File: src/rtl/uart_rx.sv
// ---------------------------------------------------------------------------
// uart_rx -- 8N1 UART receiver
//
// Recovers one byte per frame from the asynchronous serial line and hands it
// to the consuming logic with a single-cycle strobe. Every bit is sampled at
// its middle: the start bit is re-checked half a bit after the falling edge,
// and each later bit one full bit period after the previous sample. A stop
// bit sampled low is reported as a framing error, and the byte is dropped.
//
// Parameters
//   BAUD       line bit rate in bits/s
//   F          clk frequency in Hz
//
// Ports
//   clk        in   1  system clock, all logic on the rising edge
//   rst        in   1  asynchronous reset, active low
//   rx         in   1  serial line, idle high, asynchronous to clk
//   data       out  8  last correctly framed byte, held until the next good frame
//   valid      out  1  one-cycle pulse when data is updated
//   frame_err  out  1  one-cycle pulse when a stop bit is sampled low
//   busy       out  1  high while a frame is being received
// ---------------------------------------------------------------------------
module uart_rx #(
  parameter int BAUD = 115200,
  parameter int F    = 50000000
) (
  input  logic       clk,
  input  logic       rst,
  input  logic       rx,
  output logic [7:0] data,
  output logic       valid,
  output logic       frame_err,
  output logic       busy
);

  localparam int CLKS = F / BAUD;
  localparam int HALF = CLKS / 2;
  localparam int CW   = (CLKS > 1) ? $clog2(CLKS) : 1;

  localparam logic [CW-1:0] CNT_BIT_END  = CW'(CLKS - 1);
  localparam logic [CW-1:0] CNT_HALF_END = CW'(HALF - 1);

  typedef enum logic [1:0] {
    START = 2'b00,
    DATA  = 2'b01,
    STOP  = 2'b10,
    IDLE  = 2'b11
  } state_t;

  state_t        state;
  logic [CW-1:0] cnt;
  logic [2:0]    bit_idx;
  logic [7:0]    sreg;

  logic          rx_meta;
  logic          rs;
  logic          rs_d;

  // Two-flop synchronizer plus one delay stage for edge detection. These
  // reset to 1 (idle line) so that releasing reset never looks like a start
  // edge.
  always_ff @(posedge clk or negedge rst) begin
    if (!rst) begin
      rx_meta <= 1'b1;
      rs      <= 1'b1;
      rs_d    <= 1'b1;
    end else begin
      rx_meta <= rx;
      rs      <= rx_meta;
      rs_d    <= rs;
    end
  end

  // Receive state machine. valid and frame_err default low every cycle, so
  // each is a single-cycle pulse. The machine leaves STOP at the middle of
  // the stop bit, so the start edge of a back-to-back frame is still seen.
  always_ff @(posedge clk or negedge rst) begin
    if (!rst) begin
      state     <= IDLE;
      cnt       <= '0;
      bit_idx   <= '0;
      sreg      <= '0;
      data      <= '0;
      valid     <= 1'b0;
      frame_err <= 1'b0;
    end else begin
      valid     <= 1'b0;
      frame_err <= 1'b0;

      case (state)
        IDLE: begin
          // Only a genuine 1->0 transition arms; a line stuck low (break)
          // must return high first.
          if (rs_d && !rs) begin
            state <= START;
            cnt   <= '0;
          end
        end

        START: begin
          if (cnt == CNT_HALF_END) begin
            cnt <= '0;
            // Line back high at mid start bit means a glitch, not a frame.
            if (!rs) begin
              state   <= DATA;
              bit_idx <= '0;
            end else begin
              state <= IDLE;
            end
          end else begin
            cnt <= cnt + CW'(1);
          end
        end

        DATA: begin
          if (cnt == CNT_BIT_END) begin
            cnt  <= '0;
            // LSB arrives first, so shifting right leaves bit 0 at sreg[0]
            // after the eighth sample.
            sreg <= {rs, sreg[7:1]};
            if (bit_idx == 3'd7) begin
              state <= STOP;
            end else begin
              bit_idx <= bit_idx + 3'd1;
            end
          end else begin
            cnt <= cnt + CW'(1);
          end
        end

        STOP: begin
          if (cnt == CNT_BIT_END) begin
            cnt   <= '0;
            state <= IDLE;
            if (rs) begin
              data  <= sreg;
              valid <= 1'b1;
            end else begin
              frame_err <= 1'b1;
            end
          end else begin
            cnt <= cnt + CW'(1);
          end
        end

        default: begin
          state <= IDLE;
          cnt   <= '0;
        end
      endcase
    end
  end

  // busy is a pure decode of the state register.
  assign busy = (state != IDLE);

endmodule

File: config.mk
export PLATFORM = sky130hd
export DESIGN_NAME = uart_rx
export DESIGN_NICKNAME = d
export VERILOG_FILES = /design/src/rtl/uart_rx.sv
export SDC_FILE = /design/constraint.sdc
export NUM_CORES = 1
export LEC_CHECK = 0
export ABC_AREA = 1
export CORE_MARGIN = 4
export CORE_UTILIZATION = 35
export DETAILED_ROUTE_END_ITERATION = 10
export PLACE_DENSITY_LB_ADDON = 0.2
export SETUP_SLACK_MARGIN = 0.3
export SLEW_MARGIN = 20
export SYNTH_ARGS = -nofsm -noshare
export SYNTH_HDL_FRONTEND = slang
export SYNTH_SLANG_ARGS = --single-unit
File: constraint.sdc
create_clock -name clk -period 2 [get_ports clk]
set_input_delay 0.4 -clock clk [delete_from_list [all_inputs] [get_ports clk]]
set_output_delay 0.4 -clock clk [all_outputs]
set_load 0.05 [all_outputs]
==> images/flops_by_reg.png <==
Other sequential cells in the stronger grey, the rest of the logic in the fainter grey.
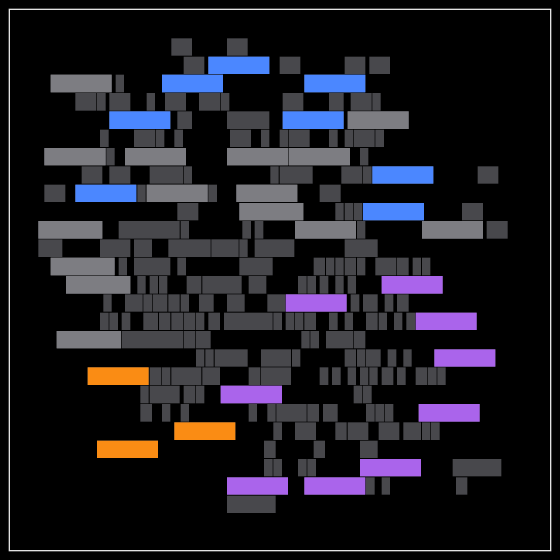
Purple stands for cnt, placed flops 9. Orange stands for bit_idx, placed flops 3. Blue stands for data, placed flops 8.
Reg area: 882 um2
sequential share of cell area: 40.0%
post-layout util: 43.4%
seq pwr: 0.717 mW

==> results.ini <==
[power_and_ir_drop]
p_sw_mw=0.272
power.leakage_nw=1.06
top_power_group=sequential cells
power_frac_seq_pct=58.0
ir_drop_v=0.000414
swShare_pct=22.0
pwr-share-clk_pct=40.0
power-per-cell-area_nw_per_um2=561
pg_clk_mw=0.494
totalPowerFinal_mw=1.24

[worst_setup_path]
rr_startpoint=state[0]
worstPathRequired_ns=1.60
end_kind=output port
cp.buffers_inverters=2
cpPeakStageDelay_ns=0.58
endpoint=busy
critPathArrivalTime_ns=1.31
ff2ff_setup_slack_ns=0.39
reg2reg_to=state[0]
crit_path_cell_trace=ha_4 > clkinvlp_4 > buf_12
path_depth=3
slowest_stage=dfstp_2
cp-start-kind=register

[placement]
hpwl_um=2240
gp_congestion=0.757
io_buffers=13
pre_cts_ws_ns=0.373

[floorplanning]
fp_util_pct=36.0
die_h_um=80.3
tap_cells=70
chip_area_um2=6450

[layout]
nMultiInputCombCells=141
lay_top_count=nand2_1
clockNetworkAreaShare_pct=3.86
comb-cell-share_pct=39.7
largest_register=cnt
n_antenna_cell=0
largest_registers=cnt x9, data x8, sreg x8
nets=239
area_growth_pct=20.5
nClkBuffers=6
nNonClkInverters=26
dominant-cell-class=registers
combGateArea_um2=875

[logic_synthesis]
top_cell_area_share_pct=41.0
syn_area_per_cell_um2=8.92
ys_sh_xor_pct=1.92
ys_seq_share_pct=48.2
synth_chip_area_um2=1830
synth_cell_types=25
syn-instance-count=205
yosysTopAreaCell=dfrtp_1
synthSimpleGateAreaFrac_pct=26.1
top_logic_kind=simple AND/OR/NAND/NOR gates
yosysWarningCount=0
synthMuxAreaShare_pct=0
aoi_share_pct=10.5
ys_top_cells_by_area=dfrtp_1, nand2_1, o21ai_2
synthesis.area_um2=1830

[min_path]
hold_class=in2async

[clocking]
post_cts_buffers=1
ctsRootBufferMaster=clkbuf_8
clk_pin_slew_ns=0.07
htreeDepth=2
cts_tree=done
clock_latency_ns=0.28
hold_buffers=0
cts_sinks=35

[final_timing]
fin_hold_ws_ns=0.0629
setup_viol=0
tightest_slew_ns=0.491
tns_ns=0
slew_headroom_pct=67.4
fmax_ghz=0.584
finalClockPeriodUsage_pct=85.6
finalMaxSlewViolations=0
skew_ns=0.00833
hold_viol=0
worst_slack_ns=0.289

[global_route]
antenna_found_initial=0
grt_pass1_wl_um=5750
first_global_vias=1277
grt_max_degree=36
grt.overflow.total=0

[flow_run]
tool_warnings=33

[detailed_routing]
dr.pass1.iters=4
wl_per_cell_um=10.8
routed_via_density=4.40
antenna_left=0

[run_status]
status=finished, final reports clean

==> images/layer_met2.png <==
Cells faint in the background.
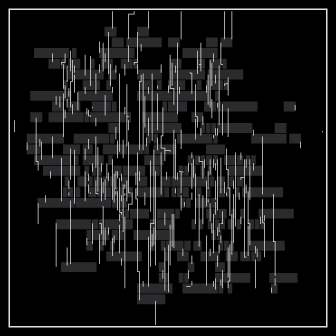
The longest straight run is 24.8 um. 171 nets have wire on it. The layer holds 46% of the routed length. The wires run mostly vertical. The layer carries 1470 um of wire.
M2 GR Usage: 17.8%
Vias: 1311
DRT Wirelength: 3210 um

[per-layer routing]
metal / up-vias / track usage, % / part of all wire, %
met3: 2 / 3.14 / 3.7
met5: - / 0 / 0
li1: 693 / - / -
met1: 599 / 15.2 / 50
met4: 0 / 4.05 / 0.72
met2: 17 / 17.8 / 46
[synth_stat cells]
master    instances
nand2_4           2
nand2_2           3
buf_6             2
nand3_1          15
clkinv_2          1
buf_2             1
nand3_4           1
nand2_1          62
nand4_1           4
clkbuf_1          1
o21ai_2          16
a21oi_4           1
dfstp_2           5
ha_1              9
nand3b_1          2
nor2_8            1
o21ai_0           2
o21ai_1           3
inv_2             1
dfrtp_1          30
xor2_1            4
nor2_2            1
inv_1            24
nor2_1           12
a21oi_1           2
Power and IR drop assume default switching activity.
